Run 1, ports around the boundary:
Pins as bars across the die edge, other pins in grey.
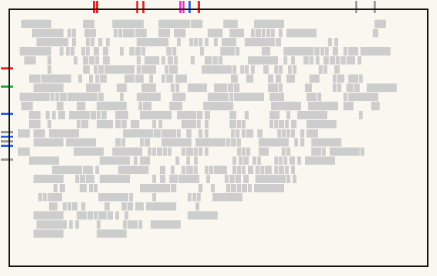
Run 1, routed metal, one colour a layer:
Only two layers are drawn.
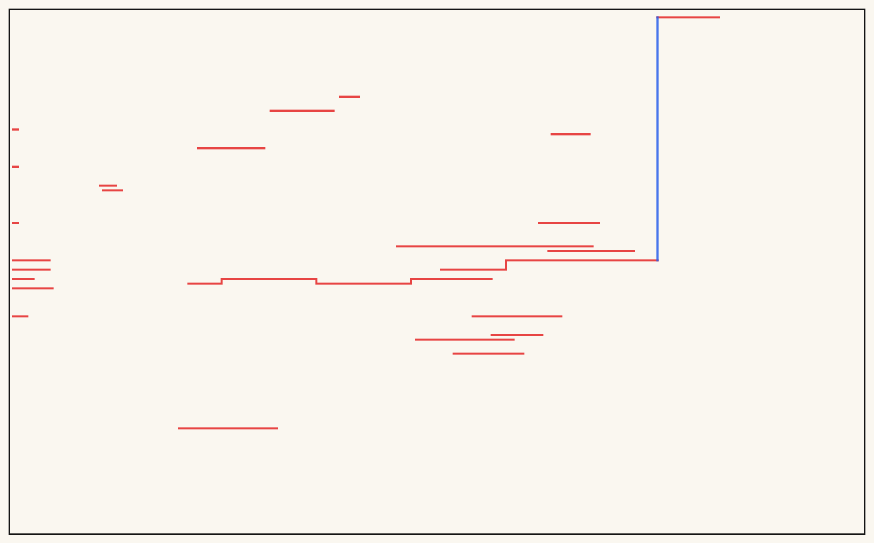
Run 1, routing congestion map:
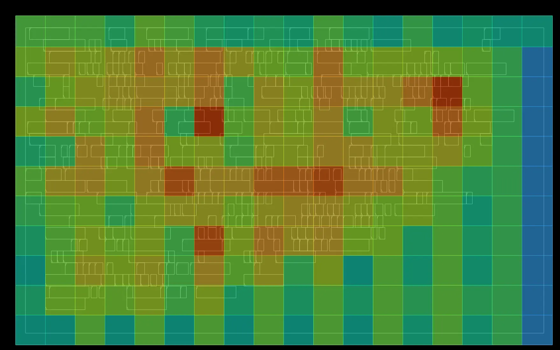
==> config.mk <==
export PLATFORM = sky130hd
export DESIGN_NAME = reset_sequencer_staged_flat
export DESIGN_NICKNAME = d
export VERILOG_FILES = /design/src/rtl/reset_sequencer_staged_if.sv /design/src/rtl/reset_sequencer_staged.sv /design/src/flat_wrapper.sv
export SDC_FILE = /design/constraint.sdc
export NUM_CORES = 1
export LEC_CHECK = 0
export ABC_AREA = 1
export ABC_CLOCK_PERIOD_IN_PS = 2200
export CORE_ASPECT_RATIO = 0.6
export CORE_MARGIN = 2
export CORE_UTILIZATION = 35
export CTS_CLUSTER_SIZE = 10
export DETAILED_ROUTE_END_ITERATION = 8
export SLEW_MARGIN = 40
export SYNTH_ARGS = -nofsm -noshare
export SYNTH_HDL_FRONTEND = slang
export SYNTH_SLANG_ARGS = --single-unit
==> constraint.sdc <==
create_clock -name clock -period 2.2 [get_ports clock]
set_clock_uncertainty 0.15 [all_clocks]
set_input_delay 0.33 -clock clock [delete_from_list [all_inputs] [get_ports clock]]
set_output_delay 0.33 -clock clock [all_outputs]
set_load 0.01 [all_outputs]
==> summary.txt <==
Hold depth - 0
Clk root buf - clkbuf_16
Clock Path Buffers - 2
Peak supply drop - 0.000303 V
Status - complete, no violations
Vias post-DR - 2388
Largest net degree at the start of global routing - 20
Synth area leader - dfrtp_1
Drt first pass iters - 4
Final Hold Fails - 0
# setup viols final - 0
Init Core Util - 35.8%
Setup TNS - 0 ns
Cells on worst reg2reg path - 7
Worst Tran Pin Value - 0.588 ns
Pint - 1.56 mW
Syn Std Cell Area - 0.00304 mm2
Antenna violations before repair - 0
Critical path type - reg -> reg
Total power divided by cell area - 592 mW/mm2
CP required - 2.29 ns
Clock network power share - 39.6%
Remaining global-route overflow - 0
Relative slew slack - 60.5%
YS warnings - 0
FF+latch area - 0.00136 mm2
Total core area - 0.00849 mm2
Yosys chip area - 0.00304 mm2
Startpoint Class - flip-flop
Post-CTS Setup Inserts - 0
Sequential power share - 50.6%
Syn Area/Cell - 8.11 um2
Cts bufs inserted - 5
Logic pwr share - 9.8%
Core Rows - 26
Final HPWL DP - 4830 um
Maximum clock rate - 509 MHz
Antenna cells - 0
Top cell area share - 38.7%
Synthesized Nets - 393
Nets - 421
Crit share post-route - 89.4%
Worst-path clk slew - 0.07 ns
WHS - 0.198 ns
Leading post-synthesis cells by cell area - dfrtp_1 (39%), nand2_1 (11%), inv_1 (6.3%)
Number of fill cells - 859
CTS tree - done
TritonCTS Sinks - 54
Register share after synthesis - 44.7%
Critical Path Sink Type - flip-flop
Sw Pwr - 0.536 mW
Layout area overhead - 16.2%
Pleak - 1.56 nW
About 'ports around the boundary':
- bus_stateOut: magenta (pins 2; direction output; edge top)
- bus_rstCause: blue (pins 4; direction output; edge 3 left, 1 top)
- bus_rstReady: green (pins 1; direction output; edge left)
- bus_rstOut: red (pins 6; direction output; edge 5 top, 1 left)
- all pins by edge: 10 top, 8 left
Die H: 76.2 um
width of the chip: 124 um
port bufs: 17

About 'routed metal, one colour a layer':
- met3: red (wire length 252 um)
- met4: blue (wire length 35.4 um)
wirelength, routed: 6360 um
GRT Total Usage: 14.7%
WL/cell: 12.3 um

About 'routing congestion map':
met3 usage: 2.95%
Final Util: 41.6%
met1 GRT Util: 24.4%
GR Util met2: 19.0%

-- run 1: worst max-delay path, stage by stage, from the launching register on --
cell,delay (ns)
dfrtp_1,0.43
ha_1,0.38
inv_1,0.23
nor2_1,0.32
nand2_1,0.15
nand3_1,0.13
nand2_1,0.06
nand2_1,0.06
-- run 1: cell type report --
type	count	area share, %
clock buffer	6	3.93
clock inverter	2	0.460
inverter	55	5.98
multi-input combinational	264	41.2
sequential	54	38.5
tap	112	3.96
timing repair buffer	23	6.02
-- run 1: stage by stage --
| stage | total power, mW | std cells | cell area [um2] | worst slack, ns |
|---|---|---|---|---|
| 2_1_floorplan | 1.21 | 375 | 3040 | 0.437 |
| 3_3_place_gp | 1.28 | 507 | 3370 | 0.242 |
| 3_5_place_dp | 1.28 | 507 | 3370 | 0.224 |
| 4_1_cts | 2.13 | 516 | 3540 | 0.246 |
| 5_1_grt | 2.20 | 516 | 3540 | 0.0170 |
| 6_report | 2.09 | 516 | 3540 | 0.234 |
-- run 1: Yosys cell counts --
library cell and instances:
nand2_4 2, nand2_1 92, inv_2 3, o21ai_0 13, inv_1 51, o22ai_1 4, o21ai_4 1, dfrtp_1 47
nand3_2 1, a21oi_2 1, nor2_1 44, or2_2 5, nor2_2 3, a21boi_0 1, ha_1 13, xor2_1 7
nand3_1 28, nand3_4 3, a211oi_1 1, nand2_2 4, xnor2_1 1, nand3b_1 1, a21oi_1 7, or2_0 1
nor3b_1 5, a21oi_4 1, nand2_8 1, nand4_1 5, o21ai_2 4, o21bai_2 1, clkbuf_1 1, o21ai_1 5
dfstp_2 7, inv_6 1, buf_6 1, nor3_1 7, nor2_4 2
-- run 1: logic make-up (layout without fill, tap and decap cells) --
kind of cell	Yosys count	count (layout)	synth area share, %
DFF	54	54	44.7
adders and majority gates	13	13	5.35
AOI/OAI and AO/OA	39	39	8.31
buffers and inverters	57	86	7.44
and+or+nand+nor	204	204	31.9
xor gates and xnor gates	8	8	2.30
-- run 1: power groups by stage --
| stage | clock, mW | combinational [mW] | sequential [mW] |
|---|---|---|---|
| final | 0.829 | 0.205 | 1.06 |
| after detailed placement | 0 | 0.207 | 1.08 |
| after CTS | 0.860 | 0.209 | 1.06 |
| after floorplan | 0 | 0.139 | 1.07 |
| after global routing | 0.903 | 0.233 | 1.06 |
| after global placement | 0 | 0.204 | 1.08 |
-- run 1: layout by cell type (no fill, tap or decap), types with 7 or more instances in the layout --
cell type         n
o21ai_0          13
dfrtp_1          47
inv_1            51
a21oi_1           7
nor2_1           44
xor2_1            7
dfstp_2           7
nor3_1            7
clkdlybuf4s50_1  16
nand3_1          28
nand2_1          92
ha_1             13
-- run 1: metal layers --
layer	wire, um	GRT usage [%]	vias to the layer above
li1	-	-	1245
met1	3640	24.4	1098
met2	2430	19.0	43
met3	252	2.95	2
met4	35	3.71	0
met5	0	0	-
-- run 1: repair_timing --
item	in CTS	in global routing
gates resized	0	0
hold buffers	1	0
endpoints found under the hold margin	11	0
No activity file was given, so power comes from the tool's default toggle rates.
